Run 1, a small window of the routed layout:
The bar under the picture is 5 um long. Region (22, 35) to (42, 55) um. Cells in grey, sequential cells in the stronger grey; small squares are vias.
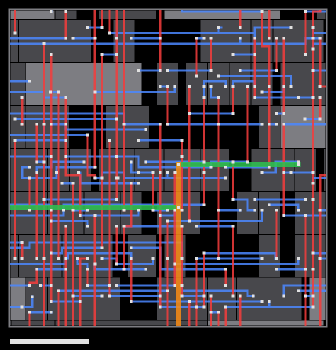
Run 1, clock wiring as the flow saved it:
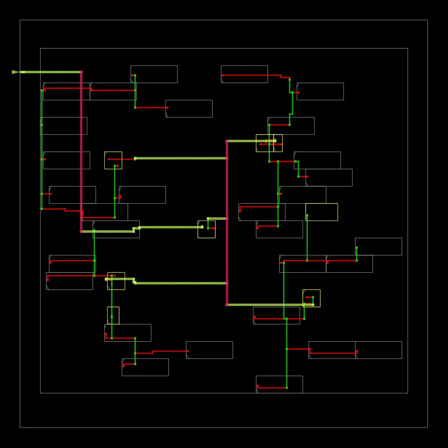
Run 1, gate-type map:
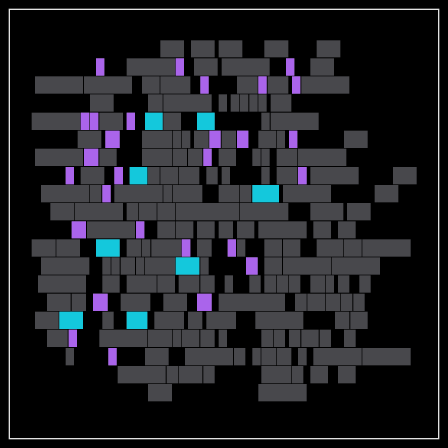
Run 1, pin map:
The bar under the picture is 20 um long. Pins as bars across the die edge, other pins in grey.
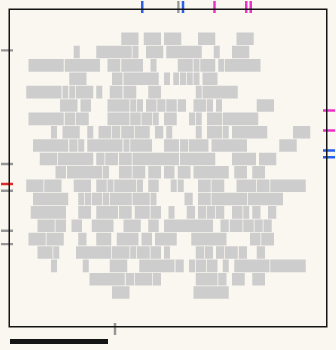
==> config.mk <==
export PLATFORM = sky130hd
export DESIGN_NAME = decodificador_morse_flat
export DESIGN_NICKNAME = d
export VERILOG_FILES = /design/src/rtl/decodificador_morse_if.sv /design/src/rtl/decodificador_morse.sv /design/src/flat_wrapper.sv
export SDC_FILE = /design/constraint.sdc
export NUM_CORES = 1
export LEC_CHECK = 0
export CAP_MARGIN = 20
export CORE_MARGIN = 3
export CORE_UTILIZATION = 50
export DETAILED_ROUTE_END_ITERATION = 10
export PLACE_DENSITY = 0.81
export SKIP_CTS_REPAIR_TIMING = 1
export SYNTH_ARGS = -nofsm -noshare
export SYNTH_HDL_FRONTEND = slang
export SYNTH_SLANG_ARGS = --single-unit
==> constraint.sdc <==
create_clock -name clk -period 6.4 [get_ports clk]
set_clock_uncertainty 0.1 [all_clocks]
set_input_delay 0.96 -clock clk [delete_from_list [all_inputs] [get_ports clk]]
set_output_delay 0.96 -clock clk [all_outputs]
set_load 0.03 [all_outputs]
==> src/rtl/decodificador_morse_if.sv <==
// rtl/decodificador_morse_if.sv - symbol input and decoded-digit output handshake bundle
interface decodificador_morse_if;
  logic       sym_valid;
  logic       sym;
  logic       sym_ready;
  logic       out_valid;
  logic       out_ack;
  logic [3:0] digit;
  logic [4:0] code;
  logic       err;

  modport master (
    output sym_valid, sym, out_ack,
    input  sym_ready, out_valid, digit, code, err
  );

  modport slave (
    input  sym_valid, sym, out_ack,
    output sym_ready, out_valid, digit, code, err
  );
endinterface

==> src/rtl/decodificador_morse.sv <==
// rtl/decodificador_morse.sv - serial dot/dash to BCD digit decoder with idle timeout
module decodificador_morse #(
  parameter int unsigned TIMEOUT = 16
) (
  input  logic                  clk,
  input  logic                  reset,
  decodificador_morse_if.slave  bus
);

  typedef enum logic [1:0] {IDLE, RECV, HOLD} state_t;

  localparam logic [7:0] TMR_LAST = 8'(TIMEOUT - 1);

  state_t     state;
  logic [4:0] shreg;
  logic [2:0] cnt;
  logic [7:0] tmr;
  logic       xfer;
  logic [4:0] word;

  assign xfer = bus.sym_valid && bus.sym_ready;
  assign word = {shreg[3:0], bus.sym};

  // Returns {err, digit}; unknown patterns map to err=1, digit=F.
  function automatic logic [4:0] decode(input logic [4:0] c);
    case (c)
      5'b11111: decode = 5'h00;
      5'b01111: decode = 5'h01;
      5'b00111: decode = 5'h02;
      5'b00011: decode = 5'h03;
      5'b00001: decode = 5'h04;
      5'b00000: decode = 5'h05;
      5'b10000: decode = 5'h06;
      5'b11000: decode = 5'h07;
      5'b11100: decode = 5'h08;
      5'b11110: decode = 5'h09;
      default:  decode = 5'h1F;
    endcase
  endfunction

  always_ff @(posedge clk) begin
    if (reset) begin
      state         <= IDLE;
      shreg         <= '0;
      cnt           <= '0;
      tmr           <= '0;
      bus.sym_ready <= 1'b1;
      bus.out_valid <= 1'b0;
      bus.digit     <= '0;
      bus.code      <= '0;
      bus.err       <= 1'b0;
    end else begin
      case (state)
        IDLE: begin
          if (xfer) begin
            shreg <= word;
            cnt   <= 3'd1;
            tmr   <= '0;
            state <= RECV;
          end
        end

        RECV: begin
          if (xfer) begin
            shreg <= word;
            cnt   <= cnt + 3'd1;
            tmr   <= '0;
            if (cnt == 3'd4) begin
              state                  <= HOLD;
              bus.sym_ready          <= 1'b0;
              bus.out_valid          <= 1'b1;
              bus.code               <= word;
              {bus.err, bus.digit}   <= decode(word);
            end
          end else if (tmr == TMR_LAST) begin
            // shreg fills from bit 0 after being cleared, so a partial word is already right-aligned
            state         <= HOLD;
            bus.sym_ready <= 1'b0;
            bus.out_valid <= 1'b1;
            bus.code      <= shreg;
            bus.digit     <= 4'hF;
            bus.err       <= 1'b1;
          end else begin
            tmr <= tmr + 8'd1;
          end
        end

        HOLD: begin
          if (bus.out_ack) begin
            state         <= IDLE;
            bus.out_valid <= 1'b0;
            bus.sym_ready <= 1'b1;
            shreg         <= '0;
            cnt           <= '0;
            tmr           <= '0;
          end
        end

        default: state <= IDLE;
      endcase
    end
  end

endmodule

==> src/flat_wrapper.sv <==
// flat-port wrapper written by rule: the top's interface ports become plain ports
module decodificador_morse_flat 
#(
  parameter int unsigned TIMEOUT = 16
)
  (clk, reset, bus_sym_valid, bus_sym, bus_out_ack, bus_sym_ready, bus_out_valid, bus_digit, bus_code, bus_err);
  decodificador_morse_if bus_i ();
  input  logic clk;
  input  logic reset;
  input wire logic [$bits(bus_i.sym_valid)-1:0] bus_sym_valid;
  input wire logic [$bits(bus_i.sym)-1:0] bus_sym;
  input wire logic [$bits(bus_i.out_ack)-1:0] bus_out_ack;
  output wire logic [$bits(bus_i.sym_ready)-1:0] bus_sym_ready;
  output wire logic [$bits(bus_i.out_valid)-1:0] bus_out_valid;
  output wire logic [$bits(bus_i.digit)-1:0] bus_digit;
  output wire logic [$bits(bus_i.code)-1:0] bus_code;
  output wire logic [$bits(bus_i.err)-1:0] bus_err;
  assign bus_i.sym_valid = bus_sym_valid;
  assign bus_i.sym = bus_sym;
  assign bus_i.out_ack = bus_out_ack;
  assign bus_sym_ready = bus_i.sym_ready;
  assign bus_out_valid = bus_i.out_valid;
  assign bus_digit = bus_i.digit;
  assign bus_code = bus_i.code;
  assign bus_err = bus_i.err;
  decodificador_morse #(.TIMEOUT(TIMEOUT)) u_core (.clk(clk), .reset(reset), .bus(bus_i));
endmodule
==> impl_metrics.yaml, run 1 <==
# implementation run metrics
critical_path:
  crit_buf_inv: 1
  critPathMaxFanout: 11
logic_synthesis:
  top_cells_by_area: "dfxtp_1 35%, ha_1 8.1%, mux2i_1 4.7%"
  avgSynthCellArea_sq_um: 8.63
  ff_type: "dfxtp_1"
floorplan:
  io_pins: 17
  core_area_sq_mm: 0.00315
layout:
  seq_share: 0.312
  n_clock_buffer: 7
  register_area_sq_um: 601
  syn2layout_area_growth_pct: 13.2
  fill_cells: 298
routing:
  num_vias: 1478
  drtPass1Iterations: 4
  final_antenna_net_count: 0
flow_run:
  warnings: 33
pwr:
  p_total_uw: 495
  p_sw_frac: 0.365
  powerDensity_mw_per_mm2: 257
  seqPwrFrac: 0.442
final_timing:
  period_used_share: 0.440
  hold_ws_ps: 391
  tns_ps: 0
global_routing:
  use_met2: 0.304
  grtUsageTotal: 0.192
  use_met3: 0.0773
outcome:
  status: "completed"
min_path:
  hp-class: "reg -> reg"
place:
  placed_area_sq_mm: 0.00186
clock_tree:
  clk_pin_slew_worst_paths_ps: 90
-- 'a small window of the routed layout' (at the start) --
layer	colour
met3	green
met1	blue
met2	red
met4	orange
cells with their middle in the window	43
most frequent	nand2_1 (10), a311oi_1 (5), ha_1 (4)
sequential cells in the window	1
netlist names of flops here include	u_core.bus.digit (1)

-- 'clock wiring as the flow saved it' (at the start) --
clk pwr: 119 uW
Num CTS Buffers: 5
flop count: 30
Worst-Skew Late Latency: 340 ps
clock sinks: 30

-- 'gate-type map' (at the start) --
family	colour	cells
AND-OR and OR-AND gates	cyan	8
NOR gates	purple	28

-- 'pin map' (at the start) --
port	colour	pins	direction	edge
bus_code	magenta	5	output	3 north, 2 east
reset	red	1	input	west
bus_digit	blue	4	output	2 east, 2 north
all pins by edge	6 north, 6 west, 4 east, 1 south
Buffers on Ports: 16
Die Height: 64.3 um

## run 1: flip-flops by register name, indices dropped and copies added, names as in the netlist
| name | count |
|---|---|
| u_core.tmr | 8 |
| u_core.bus.code | 5 |
| u_core.shreg | 5 |
| u_core.bus.digit | 4 |
| u_core.cnt | 3 |
| u_core.state | 2 |
| u_core.bus.err | 1 |
| u_core.bus.out_valid | 1 |
| u_core.bus.sym_ready | 1 |
## run 1: placed cells by master (no fill, tap or decap), types with 2 or more instances in the layout
| cell type | synthesis | routed |
|---|---|---|
| dfxtp_1 | 30 | 30 |
| or4_1 | 5 | 5 |
| mux2i_1 | 8 | 8 |
| o31ai_1 | 6 | 6 |
| nand3_1 | 3 | 3 |
| nand4_1 | 4 | 4 |
| or3_1 | 5 | 5 |
| a21oi_1 | 14 | 14 |
| o21a_1 | 2 | 2 |
| clkdlybuf4s50_1 | 0 | 16 |
| inv_1 | 11 | 11 |
| a211oi_1 | 3 | 3 |
| o21ai_0 | 5 | 5 |
| ha_1 | 11 | 11 |
| nand3b_1 | 4 | 4 |
| nor2b_1 | 4 | 4 |
| nor3_1 | 3 | 3 |
| a32o_1 | 2 | 2 |
| clkbuf_4 | 0 | 5 |
| nor2_1 | 20 | 20 |
| nand2b_1 | 4 | 4 |
| nand2_1 | 15 | 15 |
| a21boi_1 | 2 | 2 |
| a311oi_1 | 5 | 5 |
## run 1: path summary, 6_finish.rpt
| path | startpoint | endpoint | cells after the start |
|---|---|---|---|
| worst min register to register | u_core.bus.out_valid | u_core.bus.out_valid | 1 |
| worst max register to register | u_core.state[1] | u_core.tmr[1] | 6 |
| worst max-delay path | bus_sym_valid | u_core.tmr[1] | 5 |
| worst min-delay path | u_core.bus.out_valid | u_core.bus.out_valid | 1 |
==> run 1 -> run 2 <==
Clock period 6.4 ns to 2.75 ns, I/O delays scaled along.
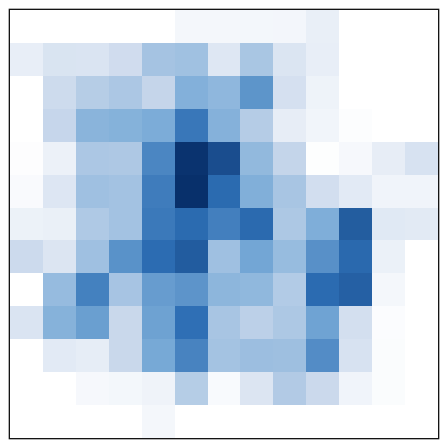
Run 2: wire density map
The die is cut into 13 by 13 equal tiles; white is low, dark blue is high, scaled to the fullest tile. Values are wire area over tile area, all layers added.
mean over tiles	0.14
fullest tile	0.55
tiles over half the peak	18%
nearly empty tiles	25%
Tot GR Track Use: 0.198
WL final: 3710 um
routed len/inst: 14.5 um
DR vias: 1493

==> run 2 against run 1 <==
Worst setup slack worse by 3400 ps. Via count up 1.0%. Sequential share of layout area is 0.24 points lower. Global-route usage grew 0.55 points. Worst hold slack better by 9.3 ps. Register-to-register slack got worse by 3700 ps. Sequential cell count did not move. Critical endpoint is now u_core.tmr[5]. Largest cell class unchanged.
==> impl_metrics.yaml, run 2 <==
# implementation run metrics
outcome:
  status: "completed"
clock_tree:
  clock_latency_ps: 330
  cts.sinks: 30
  numCtsBuffers: 5
  clk_pin_slew_worst_paths_ps: 100
critical_path:
  critPathMaxFanout: 18
  reg2reg_to: "u_core.tmr[5]"
  reg2regPathDepth: 6
  crit_buf_inv: 1
  timing.rr.start: "u_core.state[0]"
final_timing:
  period_used_share: 0.920
  hold_ws_ps: 400
  tns_ps: 0
logic_synthesis:
  top_cells_by_area: "dfxtp_1 35%, ha_1 8.1%, mux2i_1 4.7%"
  ff_type: "dfxtp_1"
  avgSynthCellArea_sq_um: 8.63
pwr:
  powerDensity_mw_per_mm2: 596
layout:
  register_area_sq_um: 601
  syn2layout_area_growth_pct: 14.1
  seq_cell_count: 30
  largest_reg_flops: 8
  final_core_util: 0.615
  final_cell_mix: "30 x dfxtp_1, 20 x nor2_1, 16 x clkdlybuf4s50_1"
  fill_cells: 303
  top_regs: "u_core.tmr: 8 flops, u_core.bus.code: 5 flops, u_core.shreg: 5 flops"
  lay_top_count: "dfxtp_1"
  seq_share: 0.310
  n_clock_buffer: 7
flow_run:
  warnings: 33
min_path:
  hp-start: "u_core.bus.digit[1]"
  whs_path_depth: 2
  hold-path-endpoint: "u_core.bus.digit[1]"
  hp-class: "reg -> reg"
floorplan:
  io_pins: 17
  core_area_sq_mm: 0.00315
routing:
  final_antenna_net_count: 0
place:
  numPortBuffers: 16
==> run 2: cells by family after synthesis <==
kind of cell | synth area share
and+or+nand+nor | 0.233
buffers and inverters | 0.0545
adders and majority gates | 0.0809
DFF | 0.353
AOI/OAI and AO/OA | 0.231
muxes | 0.0471
==> run 2: how the worst max path moves through the flow <==
stage	startpoint	to	slack [ps]	depth (start not counted)
finish	u_core.state[0]	u_core.tmr[5]	220	6
floorplan	u_core.state[0]	u_core.tmr[5]	640	7
global placement	bus_sym_valid	u_core.tmr[7]	270	5
detailed placement	bus_sym_valid	u_core.tmr[7]	130	5
global route	u_core.state[0]	u_core.tmr[5]	70	6
CTS	u_core.state[0]	u_core.tmr[7]	240	6
==> run 2: per-stage QoR <==
| step | power, mW | worst slack [ps] | instance area [sq um] |
|---|---|---|---|
| 6_report | 1.16 | 220 | 1940 |
| 5_1_grt | 1.23 | 73.2 | 1940 |
| 4_1_cts | 1.16 | 241 | 1940 |
| 3_5_place_dp | 0.891 | 127 | 1880 |
| 3_3_place_gp | 0.864 | 274 | 1880 |
| 2_1_floorplan | 0.798 | 640 | 1700 |
==> run 2: where the power goes <==
part           internal [mW]  switching, mW  leakage, nW  total (mW)
clock network          0.124          0.146       0.0353       0.270
logic                  0.143          0.232        0.420       0.375
registers              0.468         0.0432        0.243       0.511
total                  0.734          0.422        0.698        1.16
==> run 2: routing by layer <==
metal  global-route usage  wire length, um  vias to the layer above
met4               0.0739               59                        0
li1                     -                -                      747
met5                    0                0                        -
met1                0.235             1650                      697
met2                0.334             1800                       42
met3               0.0598              199                        7
==> run 2 -> run 3 <==
Settings changed: REMOVE_ABC_BUFFERS set to 1.
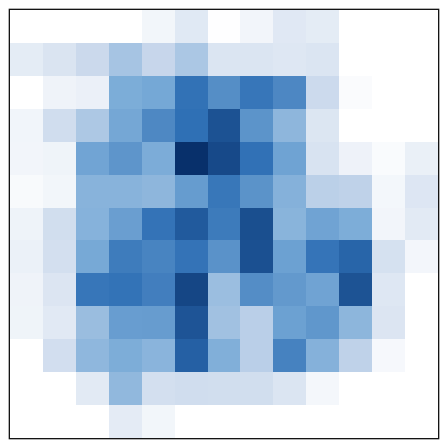
Run 3: wire density map
The die is cut into 13 by 13 equal tiles; white is low, dark blue is high, scaled to the fullest tile. Values are wire area over tile area, all layers added.
nearly empty tiles	22%
fullest tile	0.47
mean over tiles	0.14
densest ninth of the die	centre
tiles over half the peak	29%
Tot GR Track Use: 0.200
WL final: 3840 um
routed len/inst: 15.0 um
DR vias: 1483

==> run 3 against run 2 <==
First-iteration DRC count grew 43%. Wire length is 3.3% higher. Register-to-register slack better by 40 ps. Fmax increased by 1.7%. Highest routed layer unchanged. Global-route usage increased by 0.22 points. Clock power down 11%. Total power is 1.1% lower. Synthesized cell count did not move. Largest cell class unchanged. Combinational power is 4% higher.
==> impl_metrics.yaml, run 3 <==
# implementation run metrics
floorplan:
  core_area_sq_mm: 0.00315
  io_pins: 17
pwr:
  clockPowerShare: 0.211
  p_sw_frac: 0.374
  seqPwrFrac: 0.447
  power.switching_uw: 428
place:
  pre_cts_slack_ps: 160
  placed_area_sq_mm: 0.00189
routing:
  drtPass1Iterations: 4
layout:
  final_core_util: 0.613
  largest_reg_flops: 8
  lay_top_count: "dfxtp_1"
  syn2layout_area_growth_pct: 13.6
  fill_cells: 301
clock_tree:
  clock_latency_ps: 330
  clk_pin_slew_worst_paths_ps: 90
  numCtsBuffers: 5
flow_run:
  warnings: 32
final_timing:
  fin_ws_ps: 262
critical_path:
  critPathMaxFanout: 18
  timing.rr.start: "u_core.state[0]"
outcome:
  status: "completed"
logic_synthesis:
  avgSynthCellArea_sq_um: 8.63
-- run 3: cell counts after synthesis --
Identical to the previous run, type by type.
-- run 3: cell families after synthesis --
kind of cell               synth area share
adders and majority gates            0.0809
muxes                                0.0471
AOI/OAI and AO/OA                     0.231
DFF                                   0.353
buffers and inverters                0.0545
and+or+nand+nor                       0.233
-- run 3: power by group through the flow --
stage | clock, mW | sequential [mW] | combinational (mW)
6_report | 0.241 | 0.511 | 0.391
5_1_grt | 0.267 | 0.518 | 0.428
4_1_cts | 0.249 | 0.509 | 0.388
3_5_place_dp | 0 | 0.519 | 0.384
3_3_place_gp | 0 | 0.515 | 0.364
2_1_floorplan | 0 | 0.531 | 0.252
-- run 3: final timing paths --
check,to,slack [ps],depth (start not counted)
worst min-delay path,u_core.bus.out_valid,390,1
worst max register to register,u_core.tmr[7],260,6
worst max-delay path,u_core.tmr[7],260,6
worst min register to register,u_core.bus.out_valid,390,1
-- run 3: routing by layer --
layer  vias to the layer above  GRT usage  share of wire
met1                       696      0.245           0.47
met2                        27      0.332           0.49
met5                         -          0              0
met4                         0     0.0976          0.019
li1                        751          -              -
met3                         9     0.0387          0.023
-- run 3: critical path, cell delays in order, from the launching register on --
cell	delay, ps
dfxtp_1	400
inv_1	110
ha_1	310
nor2b_1	210
or3_1	570
or4_1	580
a21oi_1	150
-- run 3: area by class of cell --
| type | count | area, sq um | share of cell area |
|---|---|---|---|
| multi-input combinational | 145 | 1010 | 0.521 |
| sequential | 30 | 601 | 0.311 |
| timing repair buffer | 19 | 183 | 0.0946 |
| tap | 44 | 55.1 | 0.0285 |
| clock buffer | 7 | 45.0 | 0.0233 |
| inverter | 11 | 41.3 | 0.0214 |
No activity file was given, so power comes from the tool's default toggle rates.
